## src/rtl/road_scroll_overlay.sv

```systemverilog
// road_scroll_overlay: overlays scrolling dashed lane markers on the registered
// track colour. Two registered stages (coordinate delay, colour select) plus a
// per-frame scroll counter advanced once per vertical blank.
// Optional feature macro: ROAD_SCROLL_CURB_EN (scrolling red/white border curbs).
module road_scroll_overlay #(
  parameter int LANE1_COL = 254,
  parameter int LANE2_COL = 383,
  parameter int DASH_LOG2 = 6,
  parameter int FRAME_ROW = 480
) (
  input  logic                 clk,
  input  logic                 reset,
  input  logic [9:0]           pix_row,
  input  logic [9:0]           pix_col,
  input  logic                 video_on,
  input  logic [11:0]          track_color_in,
  input  logic [1:0]           level,
  input  logic                 pause,
  output logic [11:0]          pix_color_out,
  output logic [DASH_LOG2-1:0] scroll_offset
);

  localparam logic [9:0] L1_LO    = 10'(LANE1_COL);
  localparam logic [9:0] L1_HI    = 10'(LANE1_COL + 3);
  localparam logic [9:0] L2_LO    = 10'(LANE2_COL);
  localparam logic [9:0] L2_HI    = 10'(LANE2_COL + 3);
  localparam logic [9:0] LAST_VIS = 10'd479;
  localparam logic [9:0] FRM      = 10'(FRAME_ROW);

  logic [9:0]           row_d, col_d;
  logic                 von_d;
  logic                 prev_frame;
  logic                 tick;
  logic [DASH_LOG2-1:0] diff;
  logic                 visible, on_lane, dash_lit;
  logic [11:0]          color_nxt;

  // Tick only on the first cycle of FRAME_ROW; reset parks the flag high so a
  // release in the middle of FRAME_ROW cannot fire a spurious tick.
  assign tick = (pix_row == FRM) && !prev_frame;

  // Stage 1: align coordinates with track_color_in, which arrives a cycle late.
  always_ff @(posedge clk) begin
    if (reset) begin
      row_d <= '0;
      col_d <= '0;
      von_d <= 1'b0;
    end else begin
      row_d <= pix_row;
      col_d <= pix_col;
      von_d <= video_on;
    end
  end

  // Frame-tick edge detector and scroll counter; level/pause only matter on the tick.
  always_ff @(posedge clk) begin
    if (reset) begin
      prev_frame    <= 1'b1;
      scroll_offset <= '0;
    end else begin
      prev_frame <= (pix_row == FRM);
      if (tick && !pause)
        scroll_offset <= scroll_offset + DASH_LOG2'(level) + DASH_LOG2'(1);
    end
  end

  // Wrapping row-minus-offset: dash lit in the first half of each period.
  assign diff     = row_d[DASH_LOG2-1:0] - scroll_offset;
  assign dash_lit = ~diff[DASH_LOG2-1];
  assign visible  = (row_d <= LAST_VIS);
  assign on_lane  = ((col_d >= L1_LO) && (col_d <= L1_HI)) ||
                    ((col_d >= L2_LO) && (col_d <= L2_HI));

`ifdef ROAD_SCROLL_CURB_EN
  logic on_curb;
  assign on_curb = ((col_d >= 10'd126) && (col_d <= 10'd129)) ||
                   ((col_d >= 10'd511) && (col_d <= 10'd514));
`endif

  // Stage 2 colour select: blank, lane dash, optional curb, else track colour.
  always_comb begin
    color_nxt = track_color_in;
    if (!von_d)
      color_nxt = 12'h000;
    else if (on_lane && visible && dash_lit)
      color_nxt = 12'hFFF;
`ifdef ROAD_SCROLL_CURB_EN
    else if (on_curb && visible)
      color_nxt = diff[4] ? 12'hFFF : 12'hF00;
`endif
  end

  // Stage 2 output register.
  always_ff @(posedge clk) begin
    if (reset) pix_color_out <= 12'h000;
    else       pix_color_out <= color_nxt;
  end

endmodule
```

## config.mk

```make
export PLATFORM = sky130hd
export DESIGN_NAME = road_scroll_overlay
export DESIGN_NICKNAME = d
export VERILOG_FILES = /design/src/rtl/road_scroll_overlay.sv
export SDC_FILE = /design/constraint.sdc
export NUM_CORES = 1
export LEC_CHECK = 0
export CORE_MARGIN = 1.5
export CORE_UTILIZATION = 47
export CTS_CLUSTER_DIAMETER = 50
export DETAILED_ROUTE_END_ITERATION = 10
export PLACE_DENSITY = 0.82
export SLEW_MARGIN = 10
export SYNTH_ARGS = -nofsm -noshare
export SYNTH_HDL_FRONTEND = slang
export SYNTH_SLANG_ARGS = --single-unit
```

## constraint.sdc

```tcl
create_clock -name clk -period 4.9 [get_ports clk]
set_input_delay 0.98 -clock clk [delete_from_list [all_inputs] [get_ports clk]]
set_output_delay 0.98 -clock clk [all_outputs]
set_load 0.005 [all_outputs]
```

==> run_1/wire_density.png <==
Scale: 6 px per um. 12 x 12 tiles, from dark blue (low) to red (high), scaled to the fullest tile. Values are wire area over tile area, all layers added.
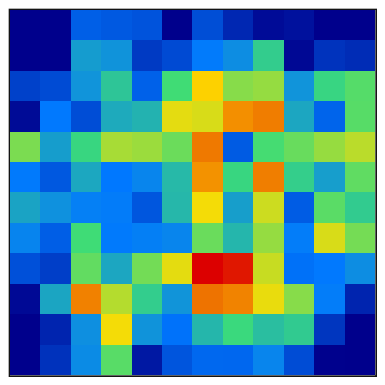
tiles over half the peak: 31%
emptiest ninth of the die: top left
nearly empty tiles: 9.7%
mean over tiles: 0.13
fullest tile: 0.35

==> run_1/registers.png <==
Scale: 10 px per um.
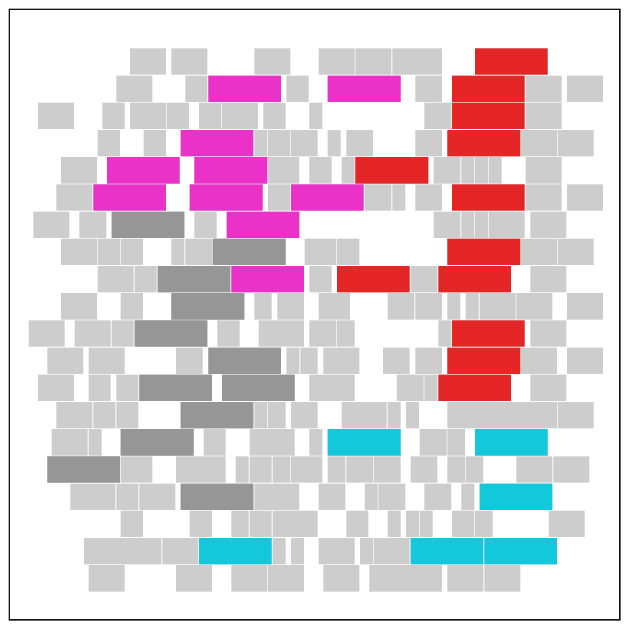
| colour | netlist name | sequential cells |
|---|---|---|
| red | pix_color_out | 12 |
| cyan | scroll_offset | 6 |
| magenta | col_d | 10 |
not coloured: 12
Final Util: 71.8%
Flop area: 801 um2
Seq. pwr: 0.342 mW
flop share of the area: 35.7%

==> flow_metrics.tcl, run 1 <==
# metrics dict for downstream scripts
set metrics [dict create \
    syn-num-nets 205 \
    powerDensity_mw_per_mm2 289 \
    fin_setup_tns_ns 0 \
    final_nets 260 \
    edf_count 0 \
    finalClockPeriodUsage_pct 59.6 \
    met3_usage_pct 6.61 \
    ys_seq_share_pct 50.8 \
    fmax_mhz 343 \
    placed_cell_area_mm2 0.00215 \
    grt_pass1_wl_um 4770 \
    wirelength_um 2950 \
    cp_top_family "AND-OR/OR-AND gates" \
    whs_ns 0.494 \
    placedCellCount 252 \
    diodes 0 \
    largest_area_cell "dfxtp_1" \
    syn_avg_cell_area_um2 9.85 \
    yosys.area.top_type_share_pct 50.8 \
    post_cts_buffers 0 \
    simple_gate_area_share_pct 22.7 \
    grt_antenna_before_repair 0 \
    max_cap_viol_count 0 \
    startpoint_type "input port" \
    grt.busiest_layer "met2" \
    highest_layer "met4" \
    met1_usage_pct 20.7 \
    holdPathStages 2 \
    power_mw 0.648 \
    postLayoutCellArea_mm2 0.00224 \
    ys_sh_aoi_pct 14.0 \
    drt-initial-drc-count 32 \
    critPathSlowestCell "nor2b_1" \
    crit_end "pix_color_out[3]" \
    status "finished clean" \
    top_cells_by_area "dfxtp_1, nor2b_1, o31ai_1, ha_1, nand2_1" \
    worst-endpoint-arrival_ns 3.17 \
    cts_tree "yes" \
    startpoint "reset" \
    p_leak_nw 0.844 \
    largest_reg_flops 12 \
    ys_chip_area_mm2 0.00158 \
    xor_area_share_pct 0.556 \
    cpPeakStageDelay_ns 0.62 \
    critPathRequiredTime_ns 5.15 \
    mux_share_pct 1.27 \
    relSlewSlack_pct 35.1 \
    grt_pass1_vias 1148 \
    grtUsageTotal_pct 17.7 \
]
==> run_1/final_placement.png <==
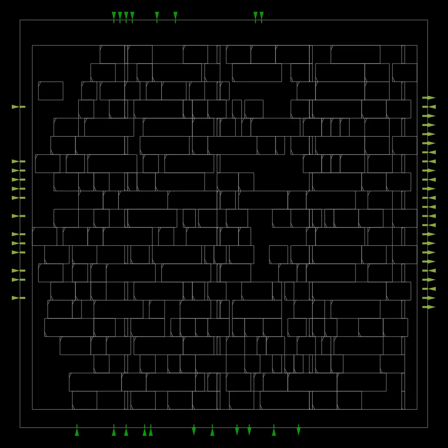
Tap Count: 44
num sequential: 40
Rows: 20
core area: 0.00313 mm2
fill count: 246

## run 1: report_power, final
part | total, mW | leakage [nW] | internal, mW | switching, mW
registers | 0.342 | 0.329 | 0.337 | 0.00448
clock network | 0.237 | 0.0515 | 0.135 | 0.102
logic | 0.0689 | 0.463 | 0.0440 | 0.0249
total | 0.648 | 0.844 | 0.517 | 0.131
## run 1: area by class of cell
| class | count | area, um2 | area share, % |
|---|---|---|---|
| clock inverter | 1 | 30.0 | 1.34 |
| clock buffer | 7 | 65.1 | 2.90 |
| inverter | 9 | 33.8 | 1.51 |
| sequential | 40 | 801 | 35.7 |
| timing repair buffer | 56 | 558 | 24.9 |
| tap | 44 | 55.1 | 2.45 |
| multi-input combinational | 103 | 702 | 31.3 |
==> inputs of run 2 (changes only) <==
--- a/config.mk
+++ b/config.mk
@@ -6,10 +6,10 @@
 export NUM_CORES = 1
 export LEC_CHECK = 0
 export CORE_MARGIN = 1.5
-export CORE_UTILIZATION = 47
+export CORE_UTILIZATION = 40
 export CTS_CLUSTER_DIAMETER = 50
 export DETAILED_ROUTE_END_ITERATION = 10
-export PLACE_DENSITY = 0.82
+export PLACE_DENSITY = 0.74
 export SLEW_MARGIN = 10
 export SYNTH_ARGS = -nofsm -noshare
 export SYNTH_HDL_FRONTEND = slang
==> constraint.sdc (replaced) <==
create_clock -name clk -period 2.38 [get_ports clk]
set_input_delay 0.476 -clock clk [delete_from_list [all_inputs] [get_ports clk]]
set_output_delay 0.476 -clock clk [all_outputs]
set_load 0.005 [all_outputs]
==> run_2/metal_stack.png <==
Scale: 6 px per um. Two of the layers only.
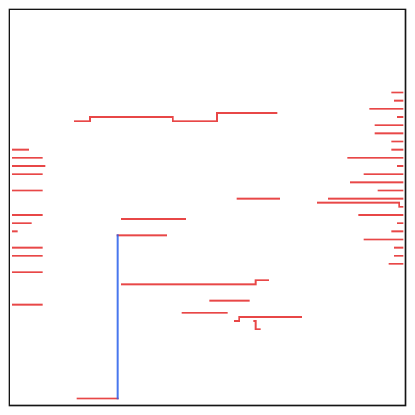
| colour | layer | wire length |
|---|---|---|
| blue | met4 | 27.2 um |
| red | met3 | 269 um |
drt total wl: 3200 um
total number of vias: 1282
Avg WL per Cell: 12.0 um
Total GRT Usage: 16.7%

==> run_2/port_nets.png <==
Scale: 8 px per um.
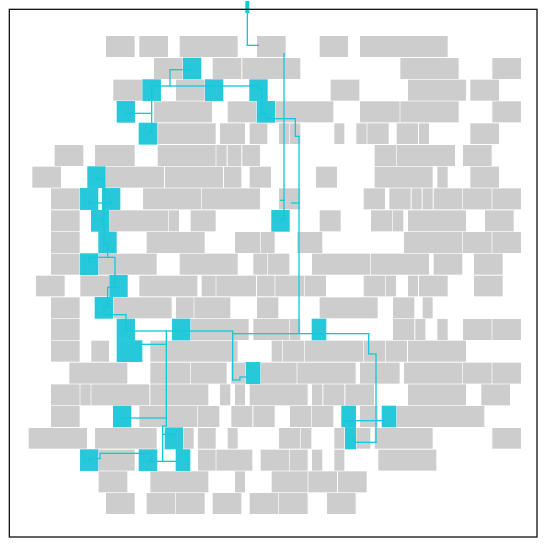
| colour | port | direction | edge | end cells | wire |
|---|---|---|---|---|---|
| cyan | reset | input | top | 29 | 228 um |

==> run 2 against run 1 <==
  * Count of clock-buffer cells in the layout down 2
  * Clock power increased to 3.2 times the previous value
  * Critical path depth is 1 lower
  * Hold slack got worse by 0.0085 ns
  * Synthesized cell count unchanged
  * Non-clock buffer count up 3
  * First-iteration DRC count is 69% higher
  * Routed wire length up 8.6%
  * Global-route usage fell by 0.95 points
  * Clock skew decreased by 0.0084 ns
  * Combinational power increased by 110%
  * Highest routed layer unchanged
==> flow_metrics.tcl, run 2 <==
# metrics dict for downstream scripts
set metrics [dict create \
    post_cts_buffers 0 \
    drc 0 \
    path_clk_slew_ns 0.07 \
    final_nets 263 \
    met1_usage_pct 17.2 \
    sequentialPowerShare_pct 43.9 \
    p_leak_nw 0.885 \
    highest_layer "met4" \
    simple_gate_area_share_pct 22.7 \
    worst-endpoint-arrival_ns 2.18 \
    placedCellCount 259 \
    grt_pass1_vias 1264 \
    drt-initial-drc-count 54 \
    max_cap_viol_count 0 \
    relSlewSlack_pct 35.1 \
    grt_pass1_wl_um 5400 \
    path_max_fanout 7 \
    grt_max_degree 29 \
    synth.distinct_cells 34 \
    combPwrFrac_pct 9.2 \
    min_period_ns 1.96 \
    ys_sh_aoi_pct 14.0 \
    postSynthCellCount 160 \
    fmax_mhz 511 \
    syn_avg_cell_area_um2 9.85 \
    internal_power_mw 1.31 \
    xor_area_share_pct 0.556 \
    finalClockPeriodUsage_pct 82.3 \
    clock_latency_ns 0.29 \
    fillers 322 \
    fin_util_pct 62.9 \
    top_cells_by_area "dfxtp_1, nor2b_1, o31ai_1, ha_1, nand2_1" \
    pwr-share-clk_pct 47.0 \
    ant_nets 0 \
    yosys_warnings 0 \
    largest_reg_flops 12 \
    cts_sinks 40 \
    postLayoutCellArea_mm2 0.00234 \
    clock_power_mw 0.753 \
    ff_type "dfxtp_1" \
    comb-power_mw 0.147 \
    fin_skew_ns 0.00278 \
    placed_cell_area_mm2 0.00218 \
    powerDensity_mw_per_mm2 687 \
    fin_setup_tns_ns 0 \
    cts_tree "yes" \
    maxPowerGroup "the clock network" \
    ys_seq_share_pct 50.8 \
    mux_share_pct 1.27 \
    status "finished clean" \
    rows 22 \
    die_height_um 65.8 \
    largest_area_cell "dfxtp_1" \
    syn-num-nets 205 \
    ys_chip_area_mm2 0.00158 \
    peakVddDrop_mv 0.491 \
    met3_usage_pct 6.13 \
    diodes 0 \
    fp_util_pct 42.4 \
    swShare_pct 18.2 \
    grt_antenna_before_repair 0 \
    core_mm2 0.00372 \
    switching_power_mw 0.292 \
    power_mw 1.60 \
    grt.busiest_layer "met2" \
    place_ws_ns 0.136 \
    startpoint_type "input port" \
    cts_resized 0 \
    whs_ns 0.486 \
    p_seq_mw 0.704 \
    cts-root-buf "clkbuf_8" \
    critPathRequiredTime_ns 2.60 \
    yosys.area.top_type_share_pct 50.8 \
    edf_count 0 \
]
run 2: path summary, 6_finish.rpt:
path	from	to	slack, ns	cells past startpoint
worst max register to register	scroll_offset[2]	pix_color_out[10]	0.59	7
worst min-delay path	scroll_offset[0]	scroll_offset[0]	0.49	2
worst min register to register	scroll_offset[0]	scroll_offset[0]	0.49	2
worst max-delay path	pix_row[1]	scroll_offset[4]	0.42	5
run 2: final cells by class:
class	instances	area (um2)	area share, %
Clock buffer	5	68.8	2.95
Clock inverter	3	90.1	3.86
Inverter	9	33.8	1.45
Multi-Input combinational cell	103	702	30.0
Sequential cell	40	801	34.3
Tap cell	48	60.1	2.57
Timing Repair Buffer	59	581	24.9
run 2: critical path, cell delays in order:
cell and delay (ns):
clkdlybuf4s50_1 0.45, nor4_4 0.34, nand4_2 0.23, or4_1 0.51
a21oi_1 0.16
==> inputs of run 3 (changes only) <==
==> constraint.sdc (replaced) <==
create_clock -name clk -period 1.6 [get_ports clk]
set_input_delay 0.32 -clock clk [delete_from_list [all_inputs] [get_ports clk]]
set_output_delay 0.32 -clock clk [all_outputs]
set_load 0.005 [all_outputs]
==> run_3/final_placement.png <==
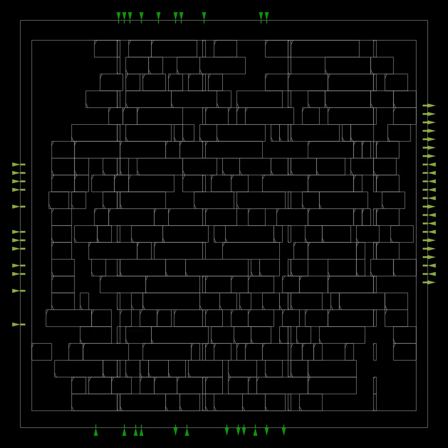
Final Util: 71.9%
Tap Count: 48
core area: 0.00372 mm2

==> run_3/metal_stack.png <==
Scale: 6 px per um. Two of the layers only.
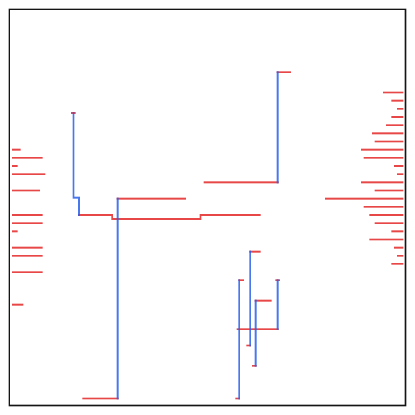
Total GRT Usage: 16.5%
Avg WL per Cell: 14.2 um

==> run 3 against run 2 <==
  * The run now ends with negative setup slack left
  * Non-clock buffer count rose by 13
  * Setup slack worse by 0.44 ns
  * Count of clock-buffer cells in the layout unchanged
  * Clock skew up 0.0022 ns
==> flow_metrics.tcl, run 3 <==
# metrics dict for downstream scripts
set metrics [dict create \
    status "complete, but fails checks" \
    violations "negative setup slack" \
    ant_nets 0 \
    met1_usage_pct 18.1 \
    swShare_pct 22.0 \
    comb-power_mw 0.275 \
    finalClockPeriodUsage_pct 101 \
    finalWorstSetupSlack_ns -0.0229 \
    internal_power_mw 1.65 \
    fin_setup_tns_ns -0.107 \
    pwr-share-clk_pct 37.5 \
    cts_tree "yes" \
    r2r-start "scroll_offset[2]" \
    grt_pass1_wl_um 5440 \
    yosys.area.top_type_share_pct 50.8 \
    fin_skew_ns 0.00495 \
    whs_ns 0.302 \
    ys_seq_share_pct 50.8 \
    postSynthCellCount 160 \
    largest_area_cell "dfxtp_1" \
    edf_count 0 \
    grt_pass1_vias 1286 \
    min_from "pix_row[0]" \
    max_cap_viol_count 0 \
    drc 0 \
    grt_max_degree 29 \
    vias 1406 \
    startpoint_type "register" \
    relSlewSlack_pct 61.2 \
    critPathSlowestCell "dfxtp_2" \
    cp_top_family "flip-flops" \
    synth.distinct_cells 34 \
    switching_power_mw 0.467 \
    cts_resized 30 \
    r2r_end "pix_color_out[8]" \
    finalSetupViolCount 7 \
    ys_sh_aoi_pct 14.0 \
    min_period_ns 1.62 \
    fmax_mhz 616 \
    syn_avg_cell_area_um2 9.85 \
    clock_power_mw 0.795 \
    grt_antenna_before_repair 0 \
    syn-num-nets 205 \
    cpPeakStageDelay_ns 0.34 \
    path_depth 7 \
    p_leak_nw 1.01 \
    diodes 0 \
    drt-initial-drc-count 85 \
    xor_area_share_pct 0.556 \
    power_mw 2.12 \
    min_to "row_d[0]" \
    met3_usage_pct 4.77 \
    mux_share_pct 1.27 \
    sequentialPowerShare_pct 49.5 \
    startpoint "scroll_offset[2]" \
    top_cells_by_area "dfxtp_1, nor2b_1, o31ai_1, ha_1, nand2_1" \
    reg2regPathDepth 7 \
]
-- run 3: worst max-delay path by stage --
stage,to,slack [ns]
final,pix_color_out[8],-0.02
after global routing,pix_color_out[6],-0.12
after CTS,pix_color_out[4],-0.01
after detailed placement,scroll_offset[4],-0.47
after global placement,scroll_offset[4],-0.39
after floorplan,pix_color_out[10],0.002
-- run 3: area by class of cell --
class / instances / area [um2]
multi-input combinational: 104 / 976
fill: 277 / 1040
tap: 48 / 60.1
timing repair buffer: 72 / 679
sequential: 40 / 812
clock buffer: 5 / 68.8
clock inverter: 3 / 42.5
inverter: 9 / 33.8
-- run 3: stage by stage --
stage,instance area [um2],utilization (%)
finish,2670,71.9
global route,2670,71.9
CTS,2430,65.5
detailed placement,2230,60.0
global placement,2230,60.0
floorplan,1580,-
Power is estimated from default activity; no workload was simulated.
